==> config.mk <==
export PLATFORM = sky130hd
export DESIGN_NAME = tm16xx_frame_driver
export DESIGN_NICKNAME = d
export VERILOG_FILES = /design/src/rtl/tm16xx_frame_driver.sv
export SDC_FILE = /design/constraint.sdc
export NUM_CORES = 1
export LEC_CHECK = 0
export CAP_MARGIN = 40
export CORE_ASPECT_RATIO = 0.8
export CORE_MARGIN = 4
export CORE_UTILIZATION = 56
export CTS_BUF_LIST = sky130_fd_sc_hd__clkbuf_16
export DETAILED_ROUTE_END_ITERATION = 10
export PLACE_DENSITY = 0.74
export SYNTH_ARGS = -nofsm -noshare
export SYNTH_HDL_FRONTEND = slang
export SYNTH_SLANG_ARGS = --single-unit
==> constraint.sdc <==
create_clock -name clk -period 3.5 [get_ports clk]
set_input_delay 0.35 -clock clk [delete_from_list [all_inputs] [get_ports clk]]
set_output_delay 0.35 -clock clk [all_outputs]
set_load 0.05 [all_outputs]
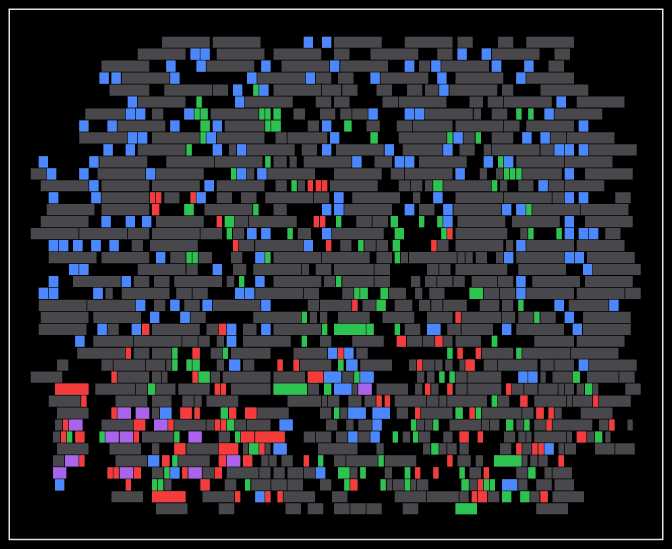
Figure 1: gate families picked out.
family	color	cells	most used
XOR/XNOR gates	purple	13	xnor2_1
AND and OR gates	blue	168	and2_1
NOR gates	red	99	nor2_1
NAND gates	green	121	nand2_1
logic share of the area: 37.7%
Top cell excl fill/tap: and2_1
Layout Cells excl Fill: 1118

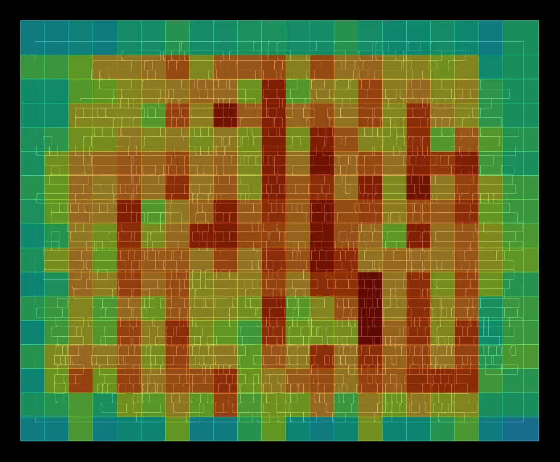
Figure 2: track usage over the die.
Tot GR Track Use: 28.5%
drt wl/cell: 22.0 um

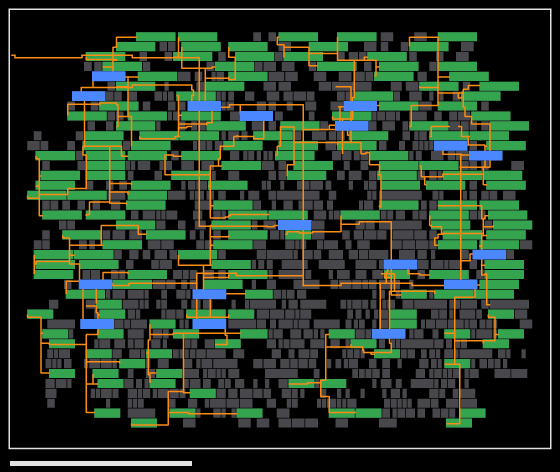
Figure 3: clock network drawn from the DEF.
The bar under the picture is 50 um long.
[clock drivers] blue | count: 17
[flip-flops] green | count: 172
[clock wires] orange | length: 1940 um
routed clock nets	18
flops lie	spread over the die
Clock power frac: 39.8%
Worst Clk Skew: 7.96 ps

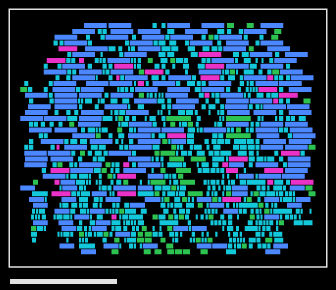
Figure 4: placement by cell class.
The bar under the picture is 50 um long.
class	color	cells
other buffers and delay cells	green	87
clock drivers and dummy loads	magenta	32
combinational and other logic	cyan	617
flops	blue	172
post-route cell area: 0.0105 mm2
fin util: 68.8%
core area: 0.0152 mm2
row count: 40
sequential cell area share: 45.2%

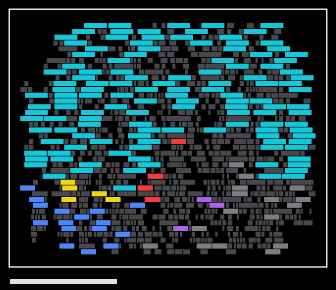
Figure 5: sequential cells colored by netlist name.
The bar under the picture is 50 um long. Other sequential cells in the stronger gray, the rest of the logic in the fainter gray.
signal	color	flops
byte_idx	red	4
div_cnt	blue	16
wr_ptr	yellow	5
bright_q	purple	3
buf_mem	cyan	128
register area: 0.00473 mm2
Seq power: 0.00232 W

==> flow_metrics.tcl <==
# yosys + openroad results
set metrics [dict create \
    avgSynthCellArea_um2 10.6 \
    nets 930 \
    min_path_type "in2reg" \
    cts_tree "yes" \
    rsz0062_at_grt "true" \
    ys_cells 832 \
    min_path_cells 3 \
    relSlewSlack_pct 45.4 \
    grt_pass1_vias 6754 \
    cts_buffers 17 \
    r2r_cells 13 \
    flop_cell "edfxtp_1" \
    hold_viol_final 0 \
    die.size.y_um 120 \
    fill_cells 1126 \
    largest_reg_flops 128 \
    cp_common_cell "mux2i_1" \
    finalCritPeriodShare_pct 98.8 \
    worstMarginPinSlew_ps 816 \
    status "complete, no violations" \
    syn_inst 832 \
    viasPerCell 6.13 \
    portBuffers 22 \
    synth-edff-count 128 \
    critPathBufInv 1 \
    min_period_ps 3460 \
    maxSlewViolCount 0 \
    slowest_delay_ps 480 \
    drc_errors 0 \
    netlist_area_mm2 0.00881 \
    cp.depth 13 \
    path_cells "ha_4, and3_4, or4_4, or4_4, nand2_8, buf_12, mux2i_1, mux2i_1, o211ai_1, mux2i_1, o2111a_1, o41ai_2, nand4b_1" \
    h-tree-depth 4 \
    chipArea_mm2 0.0178 \
    pwr-share-seq_pct 48.8 \
    synth_chip_area_mm2 0.00881 \
    cts_sinks 172 \
    layout-drive-gt1-share_pct 16.6 \
    firstDrtPassIters 5 \
    grt_start_max_net_pins 48 \
    yosysMostFrequentCell "and2_1" \
    worstSetupPathType "reg2reg" \
    postRouteAntennaNets 0 \
    p_switching_w 0.00123 \
    clk_pin_slew_ps 70 \
    drt-initial-drc-count 976 \
    async_reset_ff_share_pct 0 \
    arrival_ps 3750 \
    cp.required_ps 3790 \
    setup_viol 0 \
    clock_latency_ps 430 \
    clk_path_buf_depth 2 \
    area_leaders "edfxtp_1 44%, dfxtp_1 10%, and2_1 9.4%" \
    design.portCount 23 \
    setup_slack_ps 41.9 \
    critPathMaxFanout 6 \
    critPathSlowestCell "or4_4" \
    power_frac_comb_pct 11.4 \
    warning_count 37 \
    ir_drop_uv 329 \
    postCtsHoldBufs 0 \
    ys_ff 172 \
    r2r_setup_slack_ps 40 \
    post-place-ws_ps -171 \
    yosysTopAreaCell "edfxtp_1" \
    grt_remaining_overflow 0 \
    areaGrowthSynthToFinish_pct 18.9 \
    vias 6854 \
    p_leak_nw 3.97 \
    die_w_um 148 \
    path_delay_family "simple AND/OR/NAND/NOR gates" \
    yosys-top-cells-count "132 x and2_1, 128 x edfxtp_1, 83 x nand2_1" \
    p_int_w 0.00353 \
    fmax_mhz 289 \
    start_kind "flop" \
    syn-num-nets 867 \
    fp_util_pct 57.9 \
    clock-root-buffer "clkbuf_16" \
    finalSetupTns_ps 0 \
    hpwl_um 16600 \
    logic_area_mm2 0.00395 \
    ys_types 64 \
    critPathCaptureType "flop" \
    ys_seq_share_pct 53.6 \
    wirelength_um 24500 \
    max_cap_viol_count 0 \
    antenna_found_initial 0 \
    dp.cells 1074 \
    place_congestion 0.971 \
    yosysWarnings 0 \
    switching_share_pct 25.8 \
    grt_pass1_wl_um 38500 \
    power.density_mw_per_mm2 454 \
    diodes 0 \
    top_area_share_pct 43.6 \
]
==> layout make-up <==
class,count,area share (%)
Clock inverter,15,1.60
Inverter,19,0.681
Timing Repair Buffer,87,8.31
Tap cell,210,2.51
Sequential cell,172,45.2
Clock buffer,17,4.06
Multi-Input combinational cell,598,37.7
==> through the flow <==
stage	hold slack [ps]	instance area, um2	total power (W)
6_report	465	10500	0.00475
5_1_grt	476	10500	0.00490
4_1_cts	460	10400	0.00473
3_5_place_dp	467	9560	0.00286
3_3_place_gp	450	9560	0.00284
2_1_floorplan	437	8810	0.00266
==> kinds of logic after synthesis <==
kind of cell    Yosys count  synth area share (%)
xor+xnor                 13                  1.29
flops                   172                  53.6
mux                      58                  6.62
fa+ha+maj                18                  2.56
compound gates          121                  8.93
simple gates            388                  23.6
buf+inv                  62                  3.41
==> placed cells by master (no fill, tap or decap), types with 5 or more instances in the layout <==
master,instances
buf_4,55
buf_12,7
a21oi_1,38
dfxtp_1,40
nand4_1,6
and2_1,130
or2_2,17
a31oi_1,14
o21ai_0,18
edfxtp_1,128
nor3_1,14
clkdlybuf4s50_1,22
a221oi_1,6
xnor2_1,8
ha_1,13
nor2_1,67
nand2_1,82
inv_1,17
mux2i_1,53
nand3_1,22
o211ai_1,9
clkbuf_16,17
xor2_1,5
clkinvlp_4,5
==> routing by layer <==
layer | wire (um) | track usage (%) | part of all wire (%) | up-vias
li1 | - | - | - | 3090
met1 | 10700 | 41.0 | 44 | 3315
met2 | 10900 | 41.7 | 44 | 387
met3 | 2360 | 8.32 | 9.6 | 62
met4 | 578 | 9.41 | 2.4 | 0
met5 | 0 | 0 | 0 | -
==> worst register-to-register path: cells and delay by family (launching register included) <==
family                   cells  cell delay, ps
multiplexers                 3             460
adder cells (fa/ha/maj)      1             160
buffers and inverters        1             140
AND/OR/NAND/NOR              5            1370
AND-OR/OR-AND                3             850
flip-flops                   1             340
==> power by group through the flow <==
stage / Combinational (W) / Sequential, W / Clock, W
final: 0.000541 / 0.00232 / 0.00189
after global routing: 0.000584 / 0.00233 / 0.00199
after CTS: 0.000509 / 0.00232 / 0.00190
after detailed placement: 0.000502 / 0.00236 / 0
after global placement: 0.000484 / 0.00236 / 0
after floorplan: 0.000311 / 0.00235 / 0
==> timing repair <==
item                       in CTS  in global routing
gates cloned                    3                  0
setup buffers                   8                  1
setup endpoints to repair       1                  1
pin swaps                       6                  4
gates resized                  20                 14
Power is estimated from default activity; no workload was simulated.
